$ cat config.mk
export PLATFORM = sky130hd
export DESIGN_NAME = memory_arbiter_flat
export DESIGN_NICKNAME = d
export VERILOG_FILES = /design/src/rtl/memory_arbiter_pkg.sv /design/src/rtl/memory_arbiter_if.sv /design/src/rtl/arbiter_priority.sv /design/src/rtl/memory_arbiter.sv /design/src/flat_wrapper.sv
export SDC_FILE = /design/constraint.sdc
export NUM_CORES = 1
export LEC_CHECK = 0
export CORE_AREA = 2 2 81 83
export CTS_CLUSTER_SIZE = 10
export DETAILED_ROUTE_END_ITERATION = 8
export DIE_AREA = 0 0 83 85
export GPL_TIMING_DRIVEN = 0
export PLACE_DENSITY = 0.63
export SETUP_SLACK_MARGIN = 0.15
export SLEW_MARGIN = 10
export SYNTH_ARGS = -nofsm -noshare
export SYNTH_HDL_FRONTEND = slang
export SYNTH_HIERARCHICAL = 1
export SYNTH_SLANG_ARGS = --single-unit
$ cat constraint.sdc
create_clock -name CLOCK -period 1.7 [get_ports CLOCK]
set_clock_uncertainty 0.1 [all_clocks]
set_input_delay 0.17 -clock CLOCK [delete_from_list [all_inputs] [get_ports CLOCK]]
set_output_delay 0.17 -clock CLOCK [all_outputs]
set_load 0.005 [all_outputs]
$ cat src/rtl/memory_arbiter_pkg.sv
// memory_arbiter_pkg: shared memory types, memory size and arbiter state encoding
`ifndef MEMSIZE
`define MEMSIZE 16
`endif
package memory_arbiter_pkg;
  typedef logic [7:0] DEFAULT_TYPE;
  typedef enum logic {MEMORY_READ = 1'b0, MEMORY_WRITE = 1'b1} MEMORY_FLAG_TYPE;
  typedef enum logic [1:0] {IDLE, ACCESS, RESP} ARBITER_STATE_TYPE;
  localparam int MEM_SIZE = `MEMSIZE;
  function automatic logic addr_ok(DEFAULT_TYPE a);
    return int'(a) < MEM_SIZE;
  endfunction
endpackage

$ cat src/rtl/memory_arbiter_if.sv
// memory_arbiter_if: fetch/data request ports and memory-side bus of the arbiter
interface memory_arbiter_if;
  import memory_arbiter_pkg::*;
  logic f_req;
  DEFAULT_TYPE f_addr;
  logic f_ack;
  DEFAULT_TYPE f_rdata;
  logic f_err;
  logic d_req;
  logic d_we;
  DEFAULT_TYPE d_addr;
  DEFAULT_TYPE d_wdata;
  logic d_ack;
  DEFAULT_TYPE d_rdata;
  logic d_err;
  MEMORY_FLAG_TYPE ctrl_bus;
  DEFAULT_TYPE addr_bus;
  DEFAULT_TYPE write_bus;
  DEFAULT_TYPE read_bus;
  logic busy;
  modport master (
    output f_req, f_addr, d_req, d_we, d_addr, d_wdata, read_bus,
    input  f_ack, f_rdata, f_err, d_ack, d_rdata, d_err, ctrl_bus, addr_bus, write_bus, busy
  );
  modport slave (
    input  f_req, f_addr, d_req, d_we, d_addr, d_wdata, read_bus,
    output f_ack, f_rdata, f_err, d_ack, d_rdata, d_err, ctrl_bus, addr_bus, write_bus, busy
  );
endinterface

$ cat src/rtl/arbiter_priority.sv
// arbiter_priority: data-over-fetch priority with a starvation counter that lets fetch through
module arbiter_priority #(
  parameter int STARVE_LIMIT = 4
) (
  input  logic CLOCK,
  input  logic RESET,
  input  logic f_req,
  input  logic d_req,
  input  logic grant_en,
  output logic grant_f,
  output logic grant_d
);
  localparam int W = $clog2(STARVE_LIMIT + 1);
  logic [W-1:0] starve_cnt;
  always_comb begin
    grant_d = d_req && !(f_req && starve_cnt == W'(STARVE_LIMIT));
    grant_f = f_req && !grant_d;
  end
  always_ff @(posedge CLOCK) begin
    if (RESET || !f_req) starve_cnt <= '0;
    else if (grant_en) starve_cnt <= grant_f ? '0 : starve_cnt + W'(1);
  end
endmodule

$ cat src/rtl/memory_arbiter.sv
// memory_arbiter: two-port (fetch/data) single-memory arbiter with IDLE/ACCESS/RESP sequencing
module memory_arbiter
  import memory_arbiter_pkg::*;
#(
  parameter int STARVE_LIMIT = 4
) (
  input logic CLOCK,
  input logic RESET,
  memory_arbiter_if.slave bus
);
  ARBITER_STATE_TYPE state, state_nx;
  logic grant_f, grant_d, pick, lat_fetch, lat_we, lat_err;
  DEFAULT_TYPE sel_addr;
  arbiter_priority #(.STARVE_LIMIT(STARVE_LIMIT)) u_priority (
    .CLOCK(CLOCK),
    .RESET(RESET),
    .f_req(bus.f_req),
    .d_req(bus.d_req),
    .grant_en(pick),
    .grant_f(grant_f),
    .grant_d(grant_d)
  );
  always_ff @(posedge CLOCK) state <= RESET ? IDLE : state_nx;
  always_comb begin
    pick = state != ACCESS && (bus.f_req || bus.d_req);
    sel_addr = grant_f ? bus.f_addr : bus.d_addr;
    state_nx = state == ACCESS ? RESP : pick ? ACCESS : IDLE;
    bus.busy = state == ACCESS;
    bus.ctrl_bus = (state == ACCESS && lat_we && !lat_err) ? MEMORY_WRITE : MEMORY_READ;
  end
  always_ff @(posedge CLOCK) begin
    if (RESET) begin
      lat_fetch <= 1'b0;
      lat_we <= 1'b0;
      lat_err <= 1'b0;
      bus.addr_bus <= '0;
      bus.write_bus <= '0;
      bus.f_ack <= 1'b0;
      bus.d_ack <= 1'b0;
      bus.f_err <= 1'b0;
      bus.d_err <= 1'b0;
      bus.f_rdata <= '0;
      bus.d_rdata <= '0;
    end else begin
      bus.f_ack <= state == ACCESS && lat_fetch;
      bus.d_ack <= state == ACCESS && !lat_fetch;
      bus.f_err <= state == ACCESS && lat_fetch && lat_err;
      bus.d_err <= state == ACCESS && !lat_fetch && lat_err;
      if (state == ACCESS && lat_fetch) bus.f_rdata <= lat_err ? '0 : bus.read_bus;
      if (state == ACCESS && !lat_fetch) bus.d_rdata <= lat_err ? '0 : bus.read_bus;
      if (pick) begin
        lat_fetch <= grant_f;
        lat_we <= grant_d && bus.d_we;
        lat_err <= !addr_ok(sel_addr);
        bus.addr_bus <= addr_ok(sel_addr) ? sel_addr : '0;
        if (grant_d) bus.write_bus <= bus.d_wdata;
      end
    end
  end
endmodule
$ cat src/flat_wrapper.sv
// flat-port wrapper written by rule: the top's interface ports become plain ports
module memory_arbiter_flat import memory_arbiter_pkg::*;
#(
  parameter int STARVE_LIMIT = 4
)
  (CLOCK, RESET, bus_f_req, bus_f_addr, bus_d_req, bus_d_we, bus_d_addr, bus_d_wdata, bus_read_bus, bus_f_ack, bus_f_rdata, bus_f_err, bus_d_ack, bus_d_rdata, bus_d_err, bus_ctrl_bus, bus_addr_bus, bus_write_bus, bus_busy);
  memory_arbiter_if bus_i ();
  input logic CLOCK;
  input logic RESET;
  input wire logic [$bits(bus_i.f_req)-1:0] bus_f_req;
  input wire logic [$bits(bus_i.f_addr)-1:0] bus_f_addr;
  input wire logic [$bits(bus_i.d_req)-1:0] bus_d_req;
  input wire logic [$bits(bus_i.d_we)-1:0] bus_d_we;
  input wire logic [$bits(bus_i.d_addr)-1:0] bus_d_addr;
  input wire logic [$bits(bus_i.d_wdata)-1:0] bus_d_wdata;
  input wire logic [$bits(bus_i.read_bus)-1:0] bus_read_bus;
  output wire logic [$bits(bus_i.f_ack)-1:0] bus_f_ack;
  output wire logic [$bits(bus_i.f_rdata)-1:0] bus_f_rdata;
  output wire logic [$bits(bus_i.f_err)-1:0] bus_f_err;
  output wire logic [$bits(bus_i.d_ack)-1:0] bus_d_ack;
  output wire logic [$bits(bus_i.d_rdata)-1:0] bus_d_rdata;
  output wire logic [$bits(bus_i.d_err)-1:0] bus_d_err;
  output wire logic [$bits(bus_i.ctrl_bus)-1:0] bus_ctrl_bus;
  output wire logic [$bits(bus_i.addr_bus)-1:0] bus_addr_bus;
  output wire logic [$bits(bus_i.write_bus)-1:0] bus_write_bus;
  output wire logic [$bits(bus_i.busy)-1:0] bus_busy;
  assign bus_i.f_req = bus_f_req;
  assign bus_i.f_addr = bus_f_addr;
  assign bus_i.d_req = bus_d_req;
  assign bus_i.d_we = bus_d_we;
  assign bus_i.d_addr = bus_d_addr;
  assign bus_i.d_wdata = bus_d_wdata;
  assign bus_i.read_bus = bus_read_bus;
  assign bus_f_ack = bus_i.f_ack;
  assign bus_f_rdata = bus_i.f_rdata;
  assign bus_f_err = bus_i.f_err;
  assign bus_d_ack = bus_i.d_ack;
  assign bus_d_rdata = bus_i.d_rdata;
  assign bus_d_err = bus_i.d_err;
  assign bus_ctrl_bus = bus_i.ctrl_bus;
  assign bus_addr_bus = bus_i.addr_bus;
  assign bus_write_bus = bus_i.write_bus;
  assign bus_busy = bus_i.busy;
  memory_arbiter #(.STARVE_LIMIT(STARVE_LIMIT)) u_core (.CLOCK(CLOCK), .RESET(RESET), .bus(bus_i));
endmodule
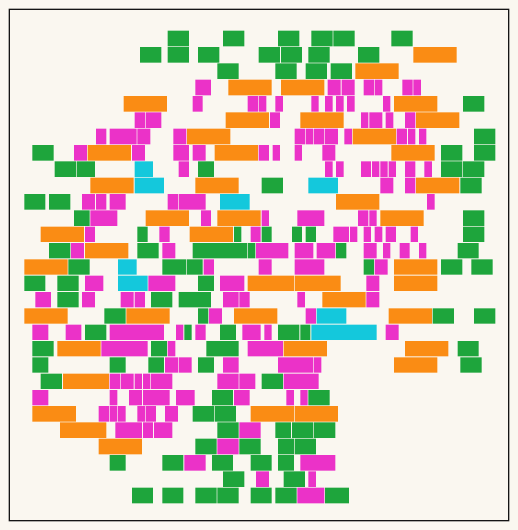
Run 1: cell classes on the final placement
Drawn at 6 px/um.
[clock drivers and dummy loads] cyan | cells: 8 | share of their area: 4.0%
[flip-flops] orange | cells: 44 | share of their area: 30%
[other buffers and delay cells] green | cells: 103 | share of their area: 33%
[all other logic] magenta | cells: 150 | share of their area: 33%
Util after Layout: 49.0%
Seq area share: 29.2%
core area: 0.00620 sq mm
final instance area: 0.00304 sq mm

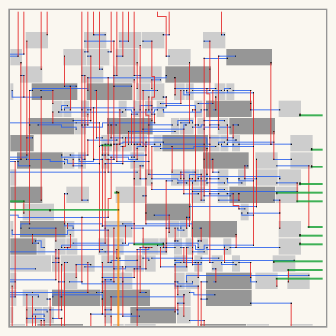
Run 1: a small window of the routed layout
Window x 33 to 83, y 35 to 85 um. Cells in grey, sequential cells in the stronger grey; small squares are vias.
[met3] green
[met1] blue
[met2] red
[met4] orange
most frequent: nand2_1 (32), clkdlybuf4s50_1 (27), dfxtp_1 (21)
netlist names of flops here include: u_core/bus.d_rdata (8), u_core/bus.f_rdata (8), u_core/bus.write_bus (2)
sequential cells in the window: 23
cells with their middle in the window: 130

==> flow_metrics.env, run 1 <==
# flow metrics
export IMPL_maxPowerGroup="sequential cells"
export IMPL_powerComb_mw=0.422
export IMPL_r2r_end="u_core/bus.addr_bus[2]"
export IMPL_drt_initial_drc_count=38
export IMPL_power_total_mw=2.33
export IMPL_h_tree_depth=2
export IMPL_gr_usage_met3_pct=5.06
export IMPL_max_slew_margin_pct=67.1
export IMPL_chipArea_sq_mm=0.00706
export IMPL_fp_util_pct=29.0
export IMPL_final_cells=382
export IMPL_p_clk_share_pct=35.1
export IMPL_logic_gates=140
export IMPL_finalSetupTns_ns=-0.362
export IMPL_postCtsSetupRepairBufs=8
export IMPL_critPathTopFamily="simple AND/OR/NAND/NOR gates"
export IMPL_ys_types=35
export IMPL_crit_chain="inv_2 -> ha_4 -> nand3_2 -> nand2_2 -> and2_4 -> buf_8 -> mux2i_1 -> or4_1 -> o32ai_2"
export IMPL_final_period_utilization_pct=105
export IMPL_io_buffers=74
export IMPL_gp_congestion=0.728
export IMPL_rr_worst_depth=9
export IMPL_timing_final_ws_setup_ns=-0.0781
export IMPL_fin_nets=343
export IMPL_switchingPower_mw=0.590
export IMPL_antenna_found_initial=0
export IMPL_ys_sh_xor_pct=0
export IMPL_worst_path_largest_cell_delay_ns=0.42
export IMPL_grt_pass1_wl_mm=8.37
export IMPL_pre_cts_ws_ns=-0.369
export IMPL_mux_area_share_pct=2.22
export IMPL_drv_slew=0
export IMPL_yosys_area_top_type="dfxtp_1"
export IMPL_clockNetworkAreaShare_pct=3.83
export IMPL_first_pass_iters=4
export IMPL_worstPathRequired_ns=1.81
export IMPL_clk_pin_slew_ns=0.08
export IMPL_most_common_cell="dfxtp_1"
export IMPL_regArea_sq_um=886
export IMPL_drive_gt1_share_pct=21.3
export IMPL_drc_errors=0
export IMPL_hp_start="bus_d_wdata[6]"
export IMPL_status="finished with violations"
export IMPL_worst_pin_slew_ns=0.493
export IMPL_fillCellCount=593
export IMPL_endpoint="u_core/bus.addr_bus[2]"
export IMPL_grt_max_degree=16
export IMPL_cp_num_cells=9
export IMPL_synth_adder_area_share_pct=1.39
export IMPL_intPower_mw=1.74
export IMPL_holdWs_ns=0.337
export IMPL_pin_count=75
export IMPL_grt_pass1_vias=1746
export IMPL_yosysSeqAreaShare_pct=48.9
export IMPL_worstSetupEndpointType="flip-flop"
export IMPL_largest_cell_class="buffers"
export IMPL_synth_warnings=6
export IMPL_grt_overflow_total=0
export IMPL_rr_startpoint="u_core/u_priority/starve_cnt[0]"
export IMPL_cts_sinks=44
export IMPL_power_density_mw_per_mm2=768
export IMPL_via_per_inst=4.75
export IMPL_inv_count=10
export IMPL_diodes=0
export IMPL_area_growth_pct=68.7
export IMPL_wl_met1_mm=2.23
export IMPL_die_w_um=83
export IMPL_hpwl_mm=3.62
export IMPL_hold_class="in2reg"
export IMPL_use_met2_pct=24.7
export IMPL_synthArstFlopShare_pct=0
export IMPL_design_seq_count=44
export IMPL_synth_flops=44
export IMPL_violations="negative setup slack"
export IMPL_yosys_area_sq_mm=0.00180
export IMPL_period_minus_slack_ns=1.78
export IMPL_swShare_pct=25.3
export IMPL_top_logic_kind="simple AND/OR/NAND/NOR gates"
export IMPL_synth_edff_count=0
export IMPL_placed_cells=359
export IMPL_timing_critical_path_buf_inv=2
export IMPL_topCellsByArea="dfxtp_1 49%, a21oi_1 8.1%, nand2_1 7.5%"
export IMPL_critPathMaxFanout=7
export IMPL_power_frac_seq_pct=46.8
export IMPL_nWellTaps=77
export IMPL_num_rows=29
export IMPL_setup_violations=5
export IMPL_use_met1_pct=17.4
export IMPL_syn_num_nets=247
export IMPL_met3WireLength_um=306
export IMPL_drv_cap=0
export IMPL_cts_resized=28
export IMPL_min_to="u_core/bus.write_bus[6]"
export IMPL_highest_layer="met4"
export IMPL_start_kind="flip-flop"
export IMPL_synthDominantCellAreaShare_pct=48.9
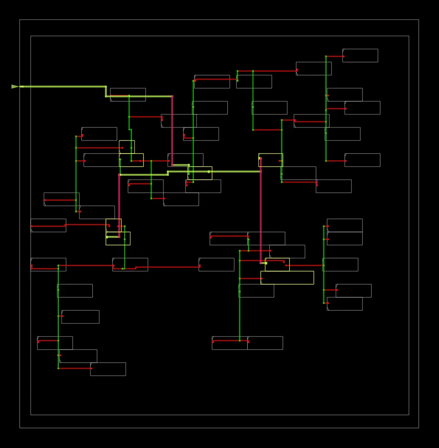
Run 1: clock wiring as the flow saved it
Num CTS Buffers: 5
P_clk: 0.820 mW
CLK BUF: 5
clock insertion delay at the later pin of the skew report: 0.29 ns

Run 1, I/O pins on the die edge:
Drawn at 4 px/um. Pins as bars across the die edge, other pins in grey.
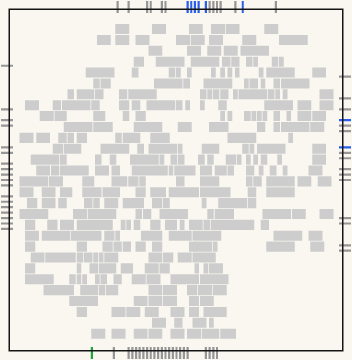

==> run 1 -> run 2 <==
Settings changed: CORE_AREA 2 2 81 83 to 2 2 72 74, DIE_AREA 0 0 83 85 to 0 0 74 76, PLACE_DENSITY 0.63 to 0.76, REMOVE_ABC_BUFFERS from default to 1.
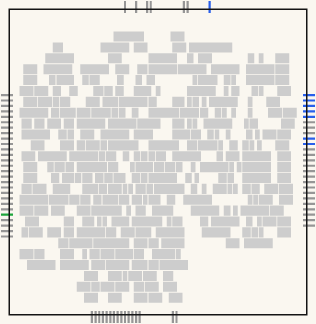
Run 2: I/O pins on the die edge
Drawn at 4 px/um. Pins as bars across the die edge, other pins in grey.
[bus_d_req] green | pins: 1 | direction: input | edge: west
[bus_d_rdata] blue | pins: 8 | direction: output | edge: 7 east, 1 north
die height: 76 um
die span in x: 74 um

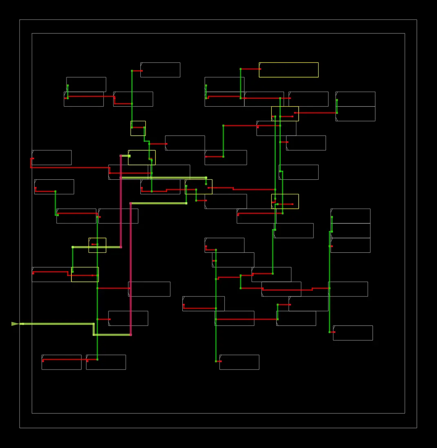
Run 2: clock wiring as the flow saved it
clock insertion delay at the later pin of the skew report: 0.30 ns
FFs & Latches: 44
CTS Sinks: 44

==> flow_metrics.env, run 2 <==
# flow metrics
export IMPL_worst_path_largest_cell_delay_ns=0.41
export IMPL_gr_usage_met3_pct=6.35
export IMPL_first_pass_iters=4
export IMPL_timing_final_ws_setup_ns=-0.144
export IMPL_inv_count=10
export IMPL_topCellsByArea="dfxtp_1 49%, a21oi_1 8.1%, nand2_1 7.5%"
export IMPL_pre_cts_ws_ns=-0.736
export IMPL_area_growth_pct=68.3
export IMPL_yosys_area_sq_mm=0.00180
export IMPL_yosys_area_top_type="dfxtp_1"
export IMPL_timing_critical_path_buf_inv=2
export IMPL_synth_warnings=6
export IMPL_drc_errors=0
export IMPL_intPower_mw=1.74
export IMPL_holdWs_ns=0.340
export IMPL_fin_nets=338
export IMPL_power_density_mw_per_mm2=772
export IMPL_r2r_end="u_core/bus.addr_bus[0]"
export IMPL_postCtsSetupRepairBufs=8
export IMPL_final_period_utilization_pct=108
export IMPL_pin_count=75
export IMPL_use_met1_pct=22.2
export IMPL_max_slew_margin_pct=46.9
export IMPL_placed_cells=338
export IMPL_drv_slew=0
export IMPL_crit_chain="inv_2 -> ha_4 -> nand3_2 -> nand2_2 -> and2_4 -> buf_4 -> mux2i_1 -> or4_1 -> o32ai_2"
export IMPL_io_buffers=74
export IMPL_ys_types=35
export IMPL_via_per_inst=5.08
export IMPL_period_minus_slack_ns=1.84
export IMPL_drt_initial_drc_count=103
export IMPL_hp_start="bus_d_wdata[0]"
export IMPL_final_cells=370
export IMPL_switchingPower_mw=0.603
export IMPL_most_common_cell="dfxtp_1"
export IMPL_rr_worst_depth=9
export IMPL_highest_layer="met4"
export IMPL_synthDominantCellAreaShare_pct=48.9
export IMPL_min_to="u_core/bus.write_bus[0]"
export IMPL_grt_pass1_vias=1741
export IMPL_top_logic_kind="simple AND/OR/NAND/NOR gates"
export IMPL_ys_sh_xor_pct=0
export IMPL_hold_class="in2reg"
export IMPL_cts_resized=23
export IMPL_synth_edff_count=0
export IMPL_cts_buffers=5
export IMPL_fp_util_pct=36.7
export IMPL_chipArea_sq_mm=0.00562
export IMPL_nWellTaps=70
export IMPL_worstPathRequired_ns=1.82
export IMPL_diodes=0
export IMPL_logic_gates=140
export IMPL_regArea_sq_um=887
export IMPL_status="finished with violations"
export IMPL_p_clk_share_pct=35.0
export IMPL_use_met2_pct=28.2
export IMPL_endpoint="u_core/bus.addr_bus[0]"
export IMPL_violations="negative setup slack"
export IMPL_p_clk_mw=0.820
export IMPL_coreArea_sq_mm=0.00491
export IMPL_maxPowerGroup="sequential cells"
export IMPL_h_tree_depth=2
export IMPL_power_total_mw=2.34
export IMPL_yosysSeqAreaShare_pct=48.9
export IMPL_grt_overflow_total=0
export IMPL_cp_num_cells=9
export IMPL_setup_violations=5
export IMPL_mux_area_share_pct=2.22
export IMPL_largest_cell_class="logic gates"
export IMPL_finalSetupTns_ns=-0.485
export IMPL_powerComb_mw=0.417
export IMPL_synthArstFlopShare_pct=0
export IMPL_hpwl_mm=3.16
export IMPL_n_clock_buffer=5
export IMPL_drive_gt1_share_pct=21.7
export IMPL_synth_flops=44
export IMPL_clockNetworkAreaShare_pct=3.80
export IMPL_power_frac_seq_pct=47.1
export IMPL_critPathMaxFanout=7
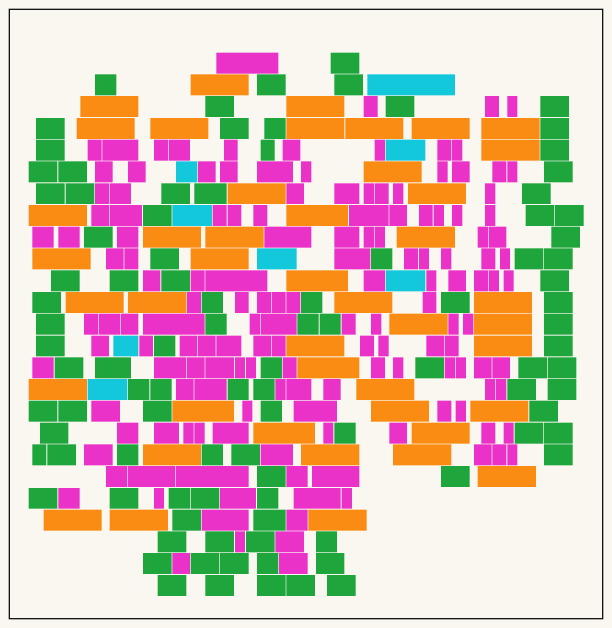
Run 2: cell classes on the final placement
Drawn at 8 px/um.
[all other logic] magenta | cells: 150 | share of their area: 35%
[flip-flops] orange | cells: 44 | share of their area: 30%
[other buffers and delay cells] green | cells: 98 | share of their area: 31%
[clock drivers and dummy loads] cyan | cells: 8 | share of their area: 3.9%
Seq area share: 29.3%
final instance area: 0.00303 sq mm
Rows: 26
Util after Layout: 61.7%

No activity file was given, so power comes from the tool's default toggle rates.
